$ cat config.mk
export PLATFORM = sky130hd
export DESIGN_NAME = result_word_rx_flat
export DESIGN_NICKNAME = d
export VERILOG_FILES = /design/src/rtl/filter_comm_pkg.sv /design/src/rtl/result_word_rx_if.sv /design/src/rtl/uart_rx_byte.sv /design/src/rtl/result_word_rx.sv /design/src/flat_wrapper.sv
export SDC_FILE = /design/constraint.sdc
export NUM_CORES = 1
export LEC_CHECK = 0
export CORE_MARGIN = 2
export CORE_UTILIZATION = 60
export DETAILED_ROUTE_END_ITERATION = 8
export PLACE_DENSITY_LB_ADDON = 0.2
export SETUP_SLACK_MARGIN = 0.1
export SLEW_MARGIN = 10
export SYNTH_ARGS = -nofsm -noshare
export SYNTH_HDL_FRONTEND = slang
export SYNTH_HIERARCHICAL = 1
export SYNTH_SLANG_ARGS = --single-unit
$ cat constraint.sdc
create_clock -name CLOCK_50 -period 4.73 [get_ports CLOCK_50]
set_input_delay 0.946 -clock CLOCK_50 [delete_from_list [all_inputs] [get_ports CLOCK_50]]
set_output_delay 0.946 -clock CLOCK_50 [all_outputs]
set_load 0.01 [all_outputs]
$ cat src/rtl/filter_comm_pkg.sv
// Shared line-format constants and receiver state encoding for the filter result link.
// Used by both the filter-side transmitter and the host-side result_word_rx.
package filter_comm_pkg;

    localparam int CLK_HZ_DEF   = 50_000_000;
    localparam int BAUD_DEF     = 115_200;
    localparam int WORD_BYTES   = 5;
    localparam int WORD_W       = 8 * WORD_BYTES;
    localparam int ADDR_W       = 10;
    localparam int TIMEOUT_BITS = 20;

    typedef enum logic [1:0] {
        RX_IDLE,
        RX_START,
        RX_DATA,
        RX_STOP
    } rx_state_t;

    // Clock cycles per bit period; integer truncation is intended.
    function automatic int bit_div(input int clk_hz, input int baud);
        return clk_hz / baud;
    endfunction

endpackage

$ cat src/rtl/result_word_rx_if.sv
// Result word bus from result_word_rx towards a capture RAM or checker.
interface result_word_rx_if #(
    parameter int WORD_W = filter_comm_pkg::WORD_W,
    parameter int ADDR_W = filter_comm_pkg::ADDR_W
);
    logic [WORD_W-1:0] word_data;
    logic              word_valid;
    logic [ADDR_W-1:0] wr_address;
    logic              frame_err;
    logic              timeout_err;

    modport master (output word_data, word_valid, wr_address, frame_err, timeout_err);
    modport slave  (input  word_data, word_valid, wr_address, frame_err, timeout_err);
endinterface

$ cat src/rtl/uart_rx_byte.sv
// 8N1 UART byte receiver: 2-flop synchroniser, mid-bit sampling, registered byte/error strobes.
//
// state    | meaning
// RX_IDLE  | line idle, waiting for a falling edge (and for line high after a break)
// RX_START | half a bit period in, re-checking the start bit
// RX_DATA  | sampling 8 data bits, LSB first, one per bit period
// RX_STOP  | sampling the stop bit, then straight back to RX_IDLE
module uart_rx_byte
    import filter_comm_pkg::*;
#(
    parameter int DIV = 434
) (
    input  logic       CLOCK_50,
    input  logic       RESET_N,
    input  logic       UART_RXD,
    output logic [7:0] rx_byte,
    output logic       byte_valid,
    output logic       frame_err
);
    localparam int TW = (DIV > 2) ? $clog2(DIV) : 1;
    localparam logic [TW-1:0] FULL = TW'(DIV - 1);
    localparam logic [TW-1:0] HALF = TW'(DIV / 2 - 1);

    rx_state_t   state_q, state_nxt;
    logic        rx_meta, rxd_s;
    logic [TW-1:0] timer_q;
    logic [2:0]  bit_cnt_q;
    logic [7:0]  shreg_q;
    logic        wait_high_q;
    logic        ld_half, ld_full, sample, done_ok, done_err;

    always_ff @(posedge CLOCK_50 or negedge RESET_N) begin
        if (!RESET_N) begin
            rx_meta <= 1'b1;
            rxd_s   <= 1'b1;
        end else begin
            rx_meta <= UART_RXD;
            rxd_s   <= rx_meta;
        end
    end

    always_ff @(posedge CLOCK_50 or negedge RESET_N) begin
        if (!RESET_N) begin
            state_q <= RX_IDLE;
        end else begin
            state_q <= state_nxt;
        end
    end

    always_comb begin
        state_nxt = state_q;
        ld_half   = 1'b0;
        ld_full   = 1'b0;
        sample    = 1'b0;
        done_ok   = 1'b0;
        done_err  = 1'b0;
        unique case (state_q)
            RX_IDLE: begin
                if (!rxd_s && !wait_high_q) begin
                    state_nxt = RX_START;
                    ld_half   = 1'b1;
                end
            end
            RX_START: begin
                if (timer_q == '0) begin
                    if (!rxd_s) begin
                        state_nxt = RX_DATA;
                        ld_full   = 1'b1;
                    end else begin
                        state_nxt = RX_IDLE;
                    end
                end
            end
            RX_DATA: begin
                if (timer_q == '0) begin
                    sample  = 1'b1;
                    ld_full = 1'b1;
                    if (bit_cnt_q == 3'd7) state_nxt = RX_STOP;
                end
            end
            RX_STOP: begin
                if (timer_q == '0) begin
                    state_nxt = RX_IDLE;
                    done_ok   = rxd_s;
                    done_err  = !rxd_s;
                end
            end
            default: state_nxt = RX_IDLE;
        endcase
    end

    // A low stop bit arms wait_high so a held-low line reports a single error.
    always_ff @(posedge CLOCK_50 or negedge RESET_N) begin
        if (!RESET_N) begin
            timer_q     <= '0;
            bit_cnt_q   <= '0;
            shreg_q     <= '0;
            wait_high_q <= 1'b0;
            byte_valid  <= 1'b0;
            frame_err   <= 1'b0;
        end else begin
            if (ld_half)             timer_q <= HALF;
            else if (ld_full)        timer_q <= FULL;
            else if (timer_q != '0)  timer_q <= timer_q - 1'b1;

            if (state_q == RX_START) bit_cnt_q <= '0;
            else if (sample)         bit_cnt_q <= bit_cnt_q + 1'b1;

            if (sample) shreg_q <= {rxd_s, shreg_q[7:1]};

            if (done_err)   wait_high_q <= 1'b1;
            else if (rxd_s) wait_high_q <= 1'b0;

            byte_valid <= done_ok;
            frame_err  <= done_err;
        end
    end

    assign rx_byte = shreg_q;

endmodule

$ cat src/rtl/result_word_rx.sv
// Reassembles 5 UART bytes (LSB byte first) into 40-bit result words with a wrapping address.
// Optional inter-byte timeout is enabled with `define RESULT_RX_TIMEOUT_EN.
module result_word_rx #(
    parameter int CLK_HZ = filter_comm_pkg::CLK_HZ_DEF,
    parameter int BAUD   = filter_comm_pkg::BAUD_DEF,
    parameter int ADDR_W = filter_comm_pkg::ADDR_W
) (
    input  logic             CLOCK_50,
    input  logic             RESET_N,
    input  logic             UART_RXD,
    result_word_rx_if.master bus
);
    import filter_comm_pkg::*;

    localparam int DIV = bit_div(CLK_HZ, BAUD);
    localparam int IW  = $clog2(WORD_BYTES);
    localparam logic [IW-1:0] LAST_IDX = IW'(WORD_BYTES - 1);

    logic [7:0]                  rx_byte;
    logic                        byte_valid, frame_err;
    logic [IW-1:0]               idx_q;
    logic [8*(WORD_BYTES-1)-1:0] part_q;
    logic [WORD_W-1:0]           word_q;
    logic                        word_valid_q;
    logic [ADDR_W-1:0]           addr_q;
    logic                        tmo_hit;

    uart_rx_byte #(.DIV(DIV)) u_rx (
        .CLOCK_50   (CLOCK_50),
        .RESET_N    (RESET_N),
        .UART_RXD   (UART_RXD),
        .rx_byte    (rx_byte),
        .byte_valid (byte_valid),
        .frame_err  (frame_err)
    );

    // Partial bytes live in part_q; word_q only moves on a complete word.
    always_ff @(posedge CLOCK_50 or negedge RESET_N) begin
        if (!RESET_N) begin
            idx_q        <= '0;
            part_q       <= '0;
            word_q       <= '0;
            word_valid_q <= 1'b0;
            addr_q       <= '0;
        end else begin
            word_valid_q <= 1'b0;
            if (word_valid_q) addr_q <= addr_q + 1'b1;
            if (frame_err || tmo_hit) begin
                idx_q <= '0;
            end else if (byte_valid) begin
                if (idx_q == LAST_IDX) begin
                    word_q       <= {rx_byte, part_q};
                    word_valid_q <= 1'b1;
                    idx_q        <= '0;
                end else begin
                    part_q[{idx_q, 3'b000} +: 8] <= rx_byte;
                    idx_q <= idx_q + 1'b1;
                end
            end
        end
    end

`ifdef RESULT_RX_TIMEOUT_EN
    // Counts clock cycles equivalent to TIMEOUT_BITS bit periods.
    localparam int TMO_CYC = TIMEOUT_BITS * DIV;
    localparam int TMW     = $clog2(TMO_CYC);

    logic [TMW-1:0] tmo_q;
    logic           tmo_err_q;

    assign tmo_hit = (idx_q != '0) && !byte_valid && !frame_err && (tmo_q == '0);

    always_ff @(posedge CLOCK_50 or negedge RESET_N) begin
        if (!RESET_N) begin
            tmo_q     <= TMW'(TMO_CYC - 1);
            tmo_err_q <= 1'b0;
        end else begin
            tmo_err_q <= tmo_hit;
            if (idx_q == '0 || byte_valid) tmo_q <= TMW'(TMO_CYC - 1);
            else if (tmo_q != '0)          tmo_q <= tmo_q - 1'b1;
        end
    end

    assign bus.timeout_err = tmo_err_q;
`else
    assign tmo_hit         = 1'b0;
    assign bus.timeout_err = 1'b0;
`endif

    assign bus.word_data  = word_q;
    assign bus.word_valid = word_valid_q;
    assign bus.wr_address = addr_q;
    assign bus.frame_err  = frame_err;

endmodule

$ cat src/flat_wrapper.sv
// flat-port wrapper written by rule: the top's interface ports become plain ports
module result_word_rx_flat import filter_comm_pkg::*;
#(
    parameter int CLK_HZ = filter_comm_pkg::CLK_HZ_DEF,
    parameter int BAUD   = filter_comm_pkg::BAUD_DEF,
    parameter int ADDR_W = filter_comm_pkg::ADDR_W
)
  (CLOCK_50, RESET_N, UART_RXD, bus_word_data, bus_word_valid, bus_wr_address, bus_frame_err, bus_timeout_err);
  result_word_rx_if #(.WORD_W(WORD_W), .ADDR_W(ADDR_W)) bus_i ();
  input  logic CLOCK_50;
  input  logic RESET_N;
  input  logic UART_RXD;
  output wire logic [$bits(bus_i.word_data)-1:0] bus_word_data;
  output wire logic [$bits(bus_i.word_valid)-1:0] bus_word_valid;
  output wire logic [$bits(bus_i.wr_address)-1:0] bus_wr_address;
  output wire logic [$bits(bus_i.frame_err)-1:0] bus_frame_err;
  output wire logic [$bits(bus_i.timeout_err)-1:0] bus_timeout_err;
  assign bus_word_data = bus_i.word_data;
  assign bus_word_valid = bus_i.word_valid;
  assign bus_wr_address = bus_i.wr_address;
  assign bus_frame_err = bus_i.frame_err;
  assign bus_timeout_err = bus_i.timeout_err;
  result_word_rx #(.CLK_HZ(CLK_HZ), .BAUD(BAUD), .ADDR_W(ADDR_W)) u_core (.CLOCK_50(CLOCK_50), .RESET_N(RESET_N), .UART_RXD(UART_RXD), .bus(bus_i));
endmodule
**Congestion heat map**

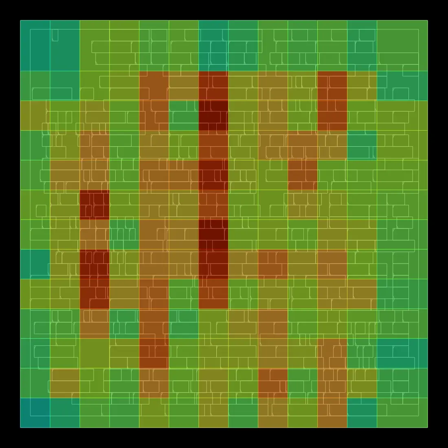
Layout Utilization: 75.5%
met3 usage: 7.26%

**Wiring by layer**

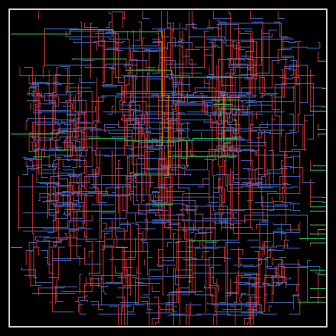
legend:
  red:
    layer: metal 2
    wire_length: 4600 um
  green:
    layer: metal 3
    wire_length: 365 um
  blue:
    layer: metal 1
    wire_length: 4080 um
  orange:
    layer: metal 4
    wire_length: 99.3 um
vias: 3067
Global Route Usage Sum: 23.0%

==> CHANGELOG.md <==
## Flow update

* Final Hold Viols at 0
* Cell variety after synth at 53
* Aoi share at 6.18%
* DPL Wire Length at 5.83 mm
* TritonCTS buffer count at 17
* Outcome: complete, no violations
* Hold Startpoint: u_core/u_rx/rx_meta
* DR top layer: met4
* Comb/total area at 32.0%
* Post-synth top cells: dfrtp_1 (111), mux2_2 (65), nor2_1 (17)
* Adders+Majority by Area at 3.81%
* Clock sink count at 113
* Worst setup EP type: register
* Worst hold endpoint: u_core/u_rx/rxd_s
* FF+latch area at 0.00283 mm^2
* Data buffer area share at 9.06%
* Max reg flops at 40
* Switching Share at 19.4%
* Clock power share at 55.5%
* Cell row count at 33
* Crit path max-delay family: simple AND/OR/NAND/NOR gates
* Non-CTS buffers at 56
* Top class by area: flip-flops and latches
* N_taps at 105
* Top cell excl fill/tap: dfrtp_1
* Clock network share of area at 9.61%
* Vias in the first global route at 3118
* P_sw at 0.433 mW
* Top-area cell share at 56.4%
* Critical path launch point type: register
* Critical path class: register to register
* Final setup margin at 1.99 ns
* Yosys stat area at 0.00492 mm^2
* Rel. slew slack at 34.4%
* Htree depth at 4
* Wire per inst at 16.8 um
* Avg Synthesized Cell Area at 13.5 um^2
* RSZ-0062 raised after global routing: false
* Met3 WL at 364 um
* Min Hold Slack at 0.360 ns
* Tightest Hold Check Type: register to register
**Cell density map**

9 x 9 tiles, from white (low) to dark blue (high), 0 to 100% covered.
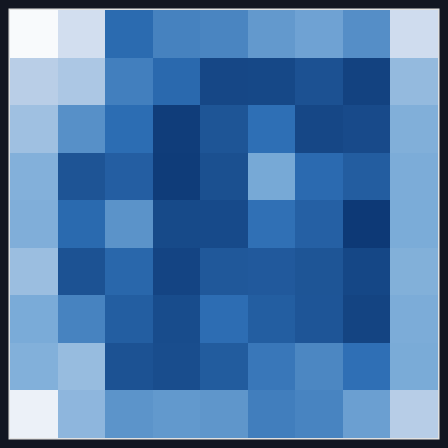
mean over tiles: 67%
tiles over 75% full: 47%
emptiest ninth of the die: upper left
Initial Util: 60.8%
Core Area: 0.00809 mm^2

**The metal 2 layer**

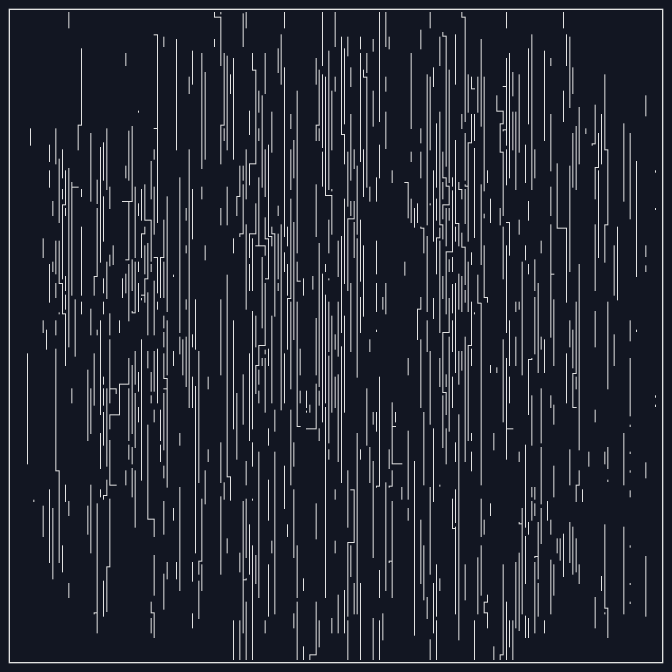
nets with wire on the layer: 409
wire length on this layer: 4600 um
longest straight run: 37.4 um
total routed wirelength: 9.14 mm
GR Layer Usage met2: 37.1%

No activity file was given, so power comes from the tool's default toggle rates.
